Figure 1. Signal wires on met3.
Scale: 1.5 px per um.
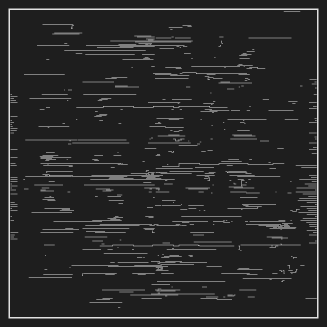
Figure 2. Gate-type map.
Scale: 2 px per um.
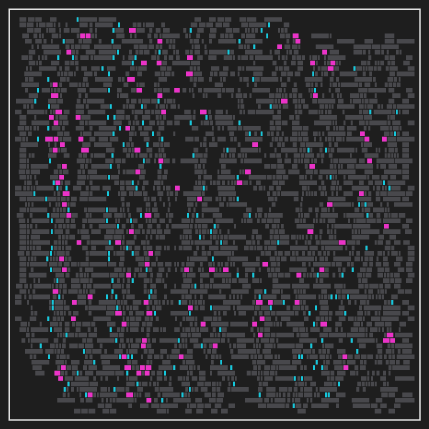
Figure 3. Routing congestion map.
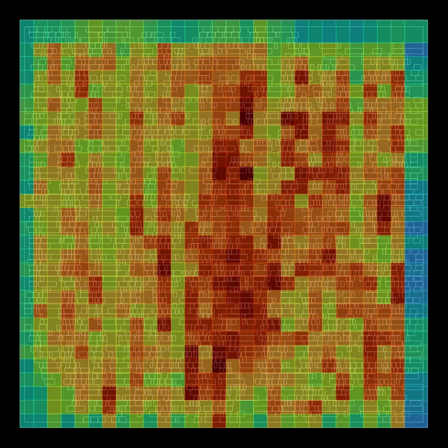
Figure 4. Cells by drive strength.
Scale: 2 px per um.
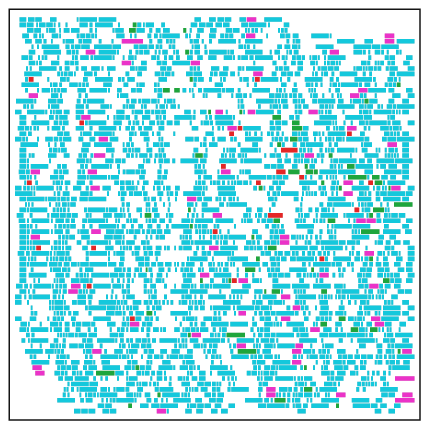
Figure 5. Metal 2.
Scale: 1.5 px per um. Cells faint in the background.
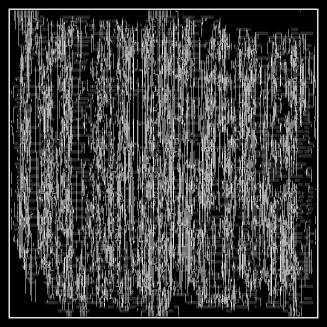
### src/rtl/stepper_pkg.sv
// Shared types and constants for the stepper axis controller.
//   state_e          : controller state (idle / running a move)
//   dir_e            : travel direction, forward walks the phase index upwards
//   PhaseTable       : coil pattern {A,B,C,D} for each of the eight phase indices
//   DefaultResetPhase: phase index loaded at reset (D coil only)
package stepper_pkg;

  typedef enum logic [0:0] {
    StIdle,
    StRun
  } state_e;

  typedef enum logic {
    DirRev = 1'b0,
    DirFwd = 1'b1
  } dir_e;

  localparam int unsigned NumPhases         = 8;
  localparam int unsigned DefaultResetPhase = 6;

  // Entry i is the coil drive for phase index i (index 7 listed first).
  //   0:A 1:AB 2:B 3:BC 4:C 5:CD 6:D 7:DA
  localparam logic [NumPhases-1:0][3:0] PhaseTable = {
    4'b1001, 4'b0001, 4'b0011, 4'b0010, 4'b0110, 4'b0100, 4'b1100, 4'b1000
  };

endpackage

### src/rtl/stepper_ramp_axis_if.sv
// Move-command channel into the stepper axis controller.
//   cmd_valid        : command present (master)
//   cmd_ready        : controller can take a command (slave)
//   cmd_steps        : signed step count, negative = reverse
//   cmd_start_period : initial/final (slowest) step period in clock cycles
//   cmd_min_period   : cruise (fastest) step period
//   cmd_ramp_dec     : period change per step while ramping
//   cmd_half_step    : 1 = half-step, 0 = full-step two-phase-on
interface stepper_ramp_axis_if #(
  parameter int unsigned STEP_W   = 16,
  parameter int unsigned PERIOD_W = 32
);

  logic                cmd_valid;
  logic                cmd_ready;
  logic [STEP_W-1:0]   cmd_steps;
  logic [PERIOD_W-1:0] cmd_start_period;
  logic [PERIOD_W-1:0] cmd_min_period;
  logic [PERIOD_W-1:0] cmd_ramp_dec;
  logic                cmd_half_step;

  modport master (
    output cmd_valid,
    output cmd_steps,
    output cmd_start_period,
    output cmd_min_period,
    output cmd_ramp_dec,
    output cmd_half_step,
    input  cmd_ready
  );

  modport slave (
    input  cmd_valid,
    input  cmd_steps,
    input  cmd_start_period,
    input  cmd_min_period,
    input  cmd_ramp_dec,
    input  cmd_half_step,
    output cmd_ready
  );

endinterface

### src/rtl/stepper_phase_seq.sv
// Phase index register for one stepper axis.
//   clk_i, rst_ni : clock, asynchronous active-low reset
//   step_i        : advance the index by one step this cycle
//   dir_i         : direction of the advance
//   half_step_i   : 1 = move one phase, 0 = full-step (lands on two-phase-on entries)
//   index_o       : current phase index
//   coil_next_o   : coil pattern for the index being loaded at the coming edge
module stepper_phase_seq
  import stepper_pkg::*;
#(
  parameter int unsigned RESET_PHASE = DefaultResetPhase
) (
  input  logic       clk_i,
  input  logic       rst_ni,
  input  logic       step_i,
  input  dir_e       dir_i,
  input  logic       half_step_i,
  output logic [2:0] index_o,
  output logic [3:0] coil_next_o
);

  logic [2:0] index_q, index_d;
  logic [2:0] stride;

  always_comb begin
    // Full-step from a single-coil (even) index moves by one to reach a
    // two-phase-on entry; from there it moves in strides of two.
    stride  = (half_step_i || !index_q[0]) ? 3'd1 : 3'd2;
    index_d = index_q;
    if (step_i) begin
      index_d = (dir_i == DirFwd) ? (index_q + stride) : (index_q - stride);
    end
  end

  always_ff @(posedge clk_i or negedge rst_ni) begin
    if (!rst_ni) begin
      index_q <= 3'(RESET_PHASE);
    end else begin
      index_q <= index_d;
    end
  end

  assign index_o     = index_q;
  assign coil_next_o = PhaseTable[index_d];

endmodule

### src/rtl/stepper_ramp_axis.sv
// Single-axis stepper controller with trapezoidal speed ramp.
//   fab_clk, reset  : clock, asynchronous active-low reset
//   cmd             : move command channel (slave side), accepted only when idle
//   abort           : stop the running move before its next step
//   hold_enable     : when idle, keep the current phase energised (else coils off)
//   position        : absolute step position, wraps
//   steps_remaining : magnitude of steps still to issue
//   busy            : a move is running
//   done            : one-cycle pulse when a move ends (qualified by aborted)
//   aborted         : last move ended by abort, held until the next accept
//   motor_output    : registered coil drive {A,B,C,D}
module stepper_ramp_axis
  import stepper_pkg::*;
#(
  parameter int unsigned STEP_W      = 16,
  parameter int unsigned POS_W       = 16,
  parameter int unsigned PERIOD_W    = 32,
  parameter int unsigned RESET_PHASE = DefaultResetPhase
) (
  input  logic                 fab_clk,
  input  logic                 reset,
  stepper_ramp_axis_if.slave   cmd,
  input  logic                 abort,
  input  logic                 hold_enable,
  output logic [POS_W-1:0]     position,
  output logic [STEP_W-1:0]    steps_remaining,
  output logic                 busy,
  output logic                 done,
  output logic                 aborted,
  output logic [3:0]           motor_output
);

  state_e              state_q, state_d;
  dir_e                dir_q, dir_d;
  logic                half_q, half_d;
  logic [STEP_W-1:0]   rem_q, rem_d;
  logic [STEP_W-1:0]   ramp_q, ramp_d;
  logic [PERIOD_W-1:0] start_q, start_d;
  logic [PERIOD_W-1:0] min_q, min_d;
  logic [PERIOD_W-1:0] dec_q, dec_d;
  logic [PERIOD_W-1:0] cur_q, cur_d;
  logic [PERIOD_W-1:0] cnt_q, cnt_d;
  logic [POS_W-1:0]    pos_q, pos_d;
  logic                done_q, done_d;
  logic                aborted_q, aborted_d;
  logic [3:0]          motor_q, motor_d;

  logic                accept;
  logic                step;
  logic [STEP_W-1:0]   cmd_mag;
  logic [STEP_W-1:0]   rem_dec;
  logic [PERIOD_W-1:0] start_clamp, min_clamp;
  logic [PERIOD_W:0]   decel_sum;
  logic [PERIOD_W-1:0] decel_period, accel_period;
  logic [2:0]          phase_idx;
  logic [3:0]          coil_next;

  assign cmd.cmd_ready = (state_q == StIdle);
  assign accept        = cmd.cmd_valid & cmd.cmd_ready;

  assign cmd_mag     = cmd.cmd_steps[STEP_W-1] ? (STEP_W'(0) - cmd.cmd_steps) : cmd.cmd_steps;
  assign start_clamp = (cmd.cmd_start_period == '0) ? PERIOD_W'(1) : cmd.cmd_start_period;
  assign min_clamp   = (cmd.cmd_min_period == '0) ? PERIOD_W'(1) : cmd.cmd_min_period;

  // Abort wins over a step falling in the same cycle.
  assign step    = (state_q == StRun) && !abort && (cnt_q == cur_q - PERIOD_W'(1));
  assign rem_dec = rem_q - STEP_W'(1);

  // Slow-down target saturates at the start period; the extra bit catches overflow.
  assign decel_sum    = {1'b0, cur_q} + {1'b0, dec_q};
  assign decel_period = (decel_sum > {1'b0, start_q}) ? start_q : decel_sum[PERIOD_W-1:0];
  // Only used while cur_q > min_q, so the difference cannot underflow.
  assign accel_period = ((cur_q - min_q) > dec_q) ? (cur_q - dec_q) : min_q;

  always_comb begin
    state_d   = state_q;
    dir_d     = dir_q;
    half_d    = half_q;
    rem_d     = rem_q;
    ramp_d    = ramp_q;
    start_d   = start_q;
    min_d     = min_q;
    dec_d     = dec_q;
    cur_d     = cur_q;
    cnt_d     = cnt_q;
    pos_d     = pos_q;
    done_d    = 1'b0;
    aborted_d = aborted_q;

    case (state_q)
      StIdle: begin
        if (accept) begin
          rem_d     = cmd_mag;
          dir_d     = cmd.cmd_steps[STEP_W-1] ? DirRev : DirFwd;
          half_d    = cmd.cmd_half_step;
          start_d   = start_clamp;
          min_d     = min_clamp;
          dec_d     = cmd.cmd_ramp_dec;
          cur_d     = start_clamp;
          cnt_d     = '0;
          ramp_d    = '0;
          aborted_d = 1'b0;
          if (cmd_mag == '0) begin
            done_d = 1'b1;
          end else begin
            state_d = StRun;
          end
        end
      end
      StRun: begin
        if (abort) begin
          state_d   = StIdle;
          done_d    = 1'b1;
          aborted_d = 1'b1;
        end else if (step) begin
          cnt_d = '0;
          rem_d = rem_dec;
          pos_d = (dir_q == DirFwd) ? (pos_q + POS_W'(1)) : (pos_q - POS_W'(1));
          if (rem_dec == '0) begin
            state_d = StIdle;
            done_d  = 1'b1;
          end
          // ramp_q counts accel steps taken, so decel starts once that many remain.
          if (rem_dec <= ramp_q) begin
            cur_d = decel_period;
            if (ramp_q != '0) begin
              ramp_d = ramp_q - STEP_W'(1);
            end
          end else if (cur_q > min_q) begin
            cur_d  = accel_period;
            ramp_d = ramp_q + STEP_W'(1);
          end
        end else begin
          cnt_d = cnt_q + PERIOD_W'(1);
        end
      end
      default: state_d = StIdle;
    endcase
  end

  // A step shows its new coil at once; otherwise energise while running or holding.
  always_comb begin
    motor_d = 4'b0000;
    if (step) begin
      motor_d = coil_next;
    end else if ((state_q == StRun) || hold_enable) begin
      motor_d = PhaseTable[phase_idx];
    end
  end

  stepper_phase_seq #(
    .RESET_PHASE(RESET_PHASE)
  ) u_phase_seq (
    .clk_i       (fab_clk),
    .rst_ni      (reset),
    .step_i      (step),
    .dir_i       (dir_q),
    .half_step_i (half_q),
    .index_o     (phase_idx),
    .coil_next_o (coil_next)
  );

  always_ff @(posedge fab_clk or negedge reset) begin
    if (!reset) begin
      state_q   <= StIdle;
      dir_q     <= DirFwd;
      half_q    <= 1'b0;
      rem_q     <= '0;
      ramp_q    <= '0;
      start_q   <= PERIOD_W'(1);
      min_q     <= PERIOD_W'(1);
      dec_q     <= '0;
      cur_q     <= PERIOD_W'(1);
      cnt_q     <= '0;
      pos_q     <= '0;
      done_q    <= 1'b0;
      aborted_q <= 1'b0;
      motor_q   <= 4'b0000;
    end else begin
      state_q   <= state_d;
      dir_q     <= dir_d;
      half_q    <= half_d;
      rem_q     <= rem_d;
      ramp_q    <= ramp_d;
      start_q   <= start_d;
      min_q     <= min_d;
      dec_q     <= dec_d;
      cur_q     <= cur_d;
      cnt_q     <= cnt_d;
      pos_q     <= pos_d;
      done_q    <= done_d;
      aborted_q <= aborted_d;
      motor_q   <= motor_d;
    end
  end

  assign position        = pos_q;
  assign steps_remaining = rem_q;
  assign busy            = (state_q == StRun);
  assign done            = done_q;
  assign aborted         = aborted_q;
  assign motor_output    = motor_q;

endmodule

### src/flat_wrapper.sv
// flat-port wrapper written by rule: the top's interface ports become plain ports
module stepper_ramp_axis_flat import stepper_pkg::*;
#(
  parameter int unsigned STEP_W      = 16,
  parameter int unsigned POS_W       = 16,
  parameter int unsigned PERIOD_W    = 32,
  parameter int unsigned RESET_PHASE = DefaultResetPhase
)
  (fab_clk, reset, abort, hold_enable, position, steps_remaining, busy, done, aborted, motor_output, cmd_cmd_valid, cmd_cmd_steps, cmd_cmd_start_period, cmd_cmd_min_period, cmd_cmd_ramp_dec, cmd_cmd_half_step, cmd_cmd_ready);
  stepper_ramp_axis_if #(.STEP_W(STEP_W), .PERIOD_W(PERIOD_W)) cmd_i ();
  input  logic fab_clk;
  input  logic reset;
  input  logic abort;
  input  logic hold_enable;
  output logic [POS_W-1:0] position;
  output logic [STEP_W-1:0] steps_remaining;
  output logic busy;
  output logic done;
  output logic aborted;
  output logic [3:0] motor_output;
  input wire logic [$bits(cmd_i.cmd_valid)-1:0] cmd_cmd_valid;
  input wire logic [$bits(cmd_i.cmd_steps)-1:0] cmd_cmd_steps;
  input wire logic [$bits(cmd_i.cmd_start_period)-1:0] cmd_cmd_start_period;
  input wire logic [$bits(cmd_i.cmd_min_period)-1:0] cmd_cmd_min_period;
  input wire logic [$bits(cmd_i.cmd_ramp_dec)-1:0] cmd_cmd_ramp_dec;
  input wire logic [$bits(cmd_i.cmd_half_step)-1:0] cmd_cmd_half_step;
  output wire logic [$bits(cmd_i.cmd_ready)-1:0] cmd_cmd_ready;
  assign cmd_i.cmd_valid = cmd_cmd_valid;
  assign cmd_i.cmd_steps = cmd_cmd_steps;
  assign cmd_i.cmd_start_period = cmd_cmd_start_period;
  assign cmd_i.cmd_min_period = cmd_cmd_min_period;
  assign cmd_i.cmd_ramp_dec = cmd_cmd_ramp_dec;
  assign cmd_i.cmd_half_step = cmd_cmd_half_step;
  assign cmd_cmd_ready = cmd_i.cmd_ready;
  stepper_ramp_axis #(.STEP_W(STEP_W), .POS_W(POS_W), .PERIOD_W(PERIOD_W), .RESET_PHASE(RESET_PHASE)) u_core (.fab_clk(fab_clk), .reset(reset), .cmd(cmd_i), .abort(abort), .hold_enable(hold_enable), .position(position), .steps_remaining(steps_remaining), .busy(busy), .done(done), .aborted(aborted), .motor_output(motor_output));
endmodule
### config.mk
export PLATFORM = sky130hd
export DESIGN_NAME = stepper_ramp_axis_flat
export DESIGN_NICKNAME = d
export VERILOG_FILES = /design/src/rtl/stepper_pkg.sv /design/src/rtl/stepper_ramp_axis_if.sv /design/src/rtl/stepper_phase_seq.sv /design/src/rtl/stepper_ramp_axis.sv /design/src/flat_wrapper.sv
export SDC_FILE = /design/constraint.sdc
export NUM_CORES = 1
export LEC_CHECK = 0
export ABC_CLOCK_PERIOD_IN_PS = 15100
export CAP_MARGIN = 20
export CORE_MARGIN = 2
export CORE_UTILIZATION = 50
export CTS_BUF_LIST = sky130_fd_sc_hd__clkbuf_4 sky130_fd_sc_hd__clkbuf_8
export DETAILED_ROUTE_END_ITERATION = 7
export GPL_TIMING_DRIVEN = 0
export PLACE_DENSITY = 0.7
export SYNTH_ARGS = -nofsm -noshare
export SYNTH_HDL_FRONTEND = slang
export SYNTH_HIERARCHICAL = 1
export SYNTH_SLANG_ARGS = --single-unit
### constraint.sdc
create_clock -name fab_clk -period 15.1 [get_ports fab_clk]
set_input_delay 4.53 -clock fab_clk [delete_from_list [all_inputs] [get_ports fab_clk]]
set_output_delay 4.53 -clock fab_clk [all_outputs]
set_load 0.02 [all_outputs]
==> summary.rpt <==
SETUP PATH
----------------------------------------------------------------------------
Required time worst endpoint                                       15,580 ps
CP max FO                                                                 11
Buffers plus inverters on the worst setup path                             3
Crit-path max cell delay                                              680 ps
Endpoint type of the worst setup path                                   flop

CLOCKING
----------------------------------------------------------------------------
Count of hold buffers inserted by post-cts repair                          0
Clock transition at the registers of the reported paths                60 ps
Number of gates resized after CTS                                          0
Clock Tree Buf Depth                                                       3
Level count of the clock H-tree                                            2

PLACEMENT
----------------------------------------------------------------------------
Placement-stage cell area                                         22,400 um2
Gp weighted congestion                                                 0.973
I/O Buffers                                                              156

DETAILED ROUTING
----------------------------------------------------------------------------
Detailed-route vias per instance                                        6.02
Iter 0 DRT Violations                                                  1,636

POWER AND IR DROP
----------------------------------------------------------------------------
Switching share of total power                                         51.9%
Flop pwr share                                                         18.0%
Cell internal power dissipation                                      2.57 mW
Clock power frac                                                       13.2%

DIE
----------------------------------------------------------------------------
Die height                                                            205 um
# rows                                                                    73
Width of the die                                                      205 um
Top-level port count                                                     158
Initial standard-cell utilization of the core                          50.7%

STA
----------------------------------------------------------------------------
Setup violations, final                                                    0
Final Skew                                                           49.9 ps
Unrepaired setup endpoints after global routing                        false
Relative slew slack                                                    25.0%

SYNTHESIS
----------------------------------------------------------------------------
Most instantiated cells after synthesis                         sky130_fd_sc_hd__nand2_1, sky130_fd_sc_hd__dfrtp_1, sky130_fd_sc_hd__o21ai_0, sky130_fd_sc_hd__ha_1
Netlist Area Pre-Place                                            20,100 um2
Syn_nets                                                               2,874
Share of synthesized registers carrying an async set or reset           100%
Cell count in the Yosys report                                         2,540
Average size of a mapped cell                                       7.93 um2

GLOBAL ROUTING
----------------------------------------------------------------------------
Vias in the first global route                                        19,200
Leftover overflow at the end of global routing                             0
Overall routing resource usage                                         32.6%

STATUS
----------------------------------------------------------------------------
Result of the run                                               finished, final reports clean

LAYOUT
----------------------------------------------------------------------------
Number of nets at the end of the flow                                  3,081
Antenna cell count                                                         0
Post-route standard cell area excluding fillers                   23,400 um2

MIN PATH
----------------------------------------------------------------------------
Hold/Removal Path Class                                           reg -> reg

## Picture notes: Figure 1
share of all routed wire: 7.1%
main direction: horizontal
nets with wire on the layer: 378
wire length on this layer: 4,920 um
via total after detailed routing: 19,900
total detailed-routing wirelength: 68,800 um
GRT met3 Usage: 4.60%

## Picture notes: Figure 2
legend:
  magenta:
    family: AND-OR and OR-AND gates
    cells: 114
    most_used: a21o_1
    where: spread over the die
  cyan:
    family: inverters
    cells: 189
    most_used: inv_1
    where: spread over the die
logic gate fraction of the total cell area: 57.3%
commonest non-fill, non-tap cell in the layout: sky130_fd_sc_hd__nand2_1
Non-Filler Instances: 3,309

## Picture notes: Figure 3
met2 routing resource usage after global routing: 53.7%
Core Util, Final: 59.0%
global-route met1 utilization: 41.7%
layer with the highest usage after global routing: met2

## Picture notes: Figure 4
legend:
  green:
    size: _2 cells
    cells: 69
    share: 2.5%
  cyan:
    size: _0 and _1 cells
    cells: 2,623
    share: 94%
  magenta:
    size: _6 and larger
    cells: 70
    share: 2.5%
  red:
    size: _3 and _4 cells
    cells: 22
    share: 0.79%

## Picture notes: Figure 5
main direction: vertical
share of all routed wire: 46%
wire length on this layer: 31.4 mm
longest straight run: 83.3 um

## metrics by stage
step,TNS (ps),std cells,power [mW]
global route,0,3309,5.77
detailed placement,0,3223,4.54
finish,0,3309,5.34
global placement,-59370,3221,4.47
CTS,0,3308,5.27
floorplan,0,2540,3.52
## state kept, by name, summed over array words and instances (netlist names)
| register | flops |
|---|---|
| u_core/start_q | 32 |
| u_core/half_q | 1 |
| u_core/cur_q | 32 |
| u_core/position | 16 |
| u_core/steps_remaining | 16 |
| u_core/ramp_q | 16 |
| u_core/aborted | 1 |
| u_core/cnt_q | 32 |
| u_core/min_q | 32 |
| u_core/done | 1 |
| u_core/u_phase_seq/index_o | 3 |
| u_core/motor_output | 4 |
| u_core/dir_q | 1 |
| u_core/dec_q | 32 |
| u_core/busy | 1 |
## layout by cell type (no fill, tap or decap), drive strengths merged, types with 22 or more instances in the layout
| cell type | synthesis | final |
|---|---|---|
| nand2 | 325 | 325 |
| o21ai | 221 | 221 |
| dfrtp | 214 | 214 |
| ha | 210 | 210 |
| inv | 188 | 188 |
| nor2 | 186 | 186 |
| a21oi | 169 | 169 |
| clkbuf | 83 | 158 |
| clkdlybuf4s50 | 0 | 155 |
| xnor2 | 111 | 111 |
| xor2 | 67 | 67 |
| nand3 | 63 | 63 |
| a21o | 57 | 57 |
| nor3 | 49 | 49 |
| nand4 | 45 | 45 |
| nor4 | 44 | 44 |
| o31ai | 43 | 43 |
| nand2b | 33 | 33 |
| buf | 28 | 31 |
| a31oi | 29 | 29 |
| or3 | 27 | 27 |
| o21bai | 23 | 23 |
| nor2b | 22 | 22 |
## cells by family (layout without fill, tap and decap cells)
group,after synthesis,count (layout),synth area share [%]
AOI/OAI and AO/OA,717,717,22.6
adders and majority gates,216,216,13.6
and+or+nand+nor,881,881,21.2
DFF,220,220,27.4
xor gates and xnor gates,178,178,7.78
muxes,28,28,1.45
buffers and inverters,300,544,5.90
## layer usage
metal | part of all wire (%) | vias up
met5 | 0 | -
met1 | 42 | 9312
met4 | 5.2 | 0
li1 | - | 9527
met2 | 46 | 893
met3 | 7.2 | 204
## layout make-up
cell class / count / area (um2)
Fill cell: 3724 / 16300
Multi-Input combinational cell: 2020 / 13400
Sequential cell: 220 / 5510
Timing Repair Buffer: 159 / 1630
Clock buffer: 74 / 931
Inverter: 189 / 709
Tap cell: 525 / 657
Buffer: 111 / 478
Clock inverter: 11 / 93.8
## power groups by stage
stage	combinational (mW)	sequential, mW	clock (mW)
2_1_floorplan	2.65	0.871	0
3_3_place_gp	3.52	0.954	0
3_5_place_dp	3.59	0.958	0
4_1_cts	3.61	0.949	0.721
5_1_grt	4.05	0.975	0.749
6_report	3.67	0.960	0.706
## final timing paths
kind                                                    endpoint  slack (ps)  depth (start not counted)
max                                 u_core/cur_q[29]$_DFFE_PN0P_        6540                         24
min reg2reg                      u_core/position[15]$_DFFE_PN0P_         470                          1
max reg2reg                         u_core/cur_q[29]$_DFFE_PN0P_        6540                         24
max in group asynchronous           u_core/dec_q[20]$_DFFE_PN0P_       10390                          2
min in group asynchronous  u_core/steps_remaining[9]$_DFFE_PN0P_        3850                          1
min                              u_core/position[15]$_DFFE_PN0P_         470                          1
No activity file was given, so power comes from the tool's default toggle rates.
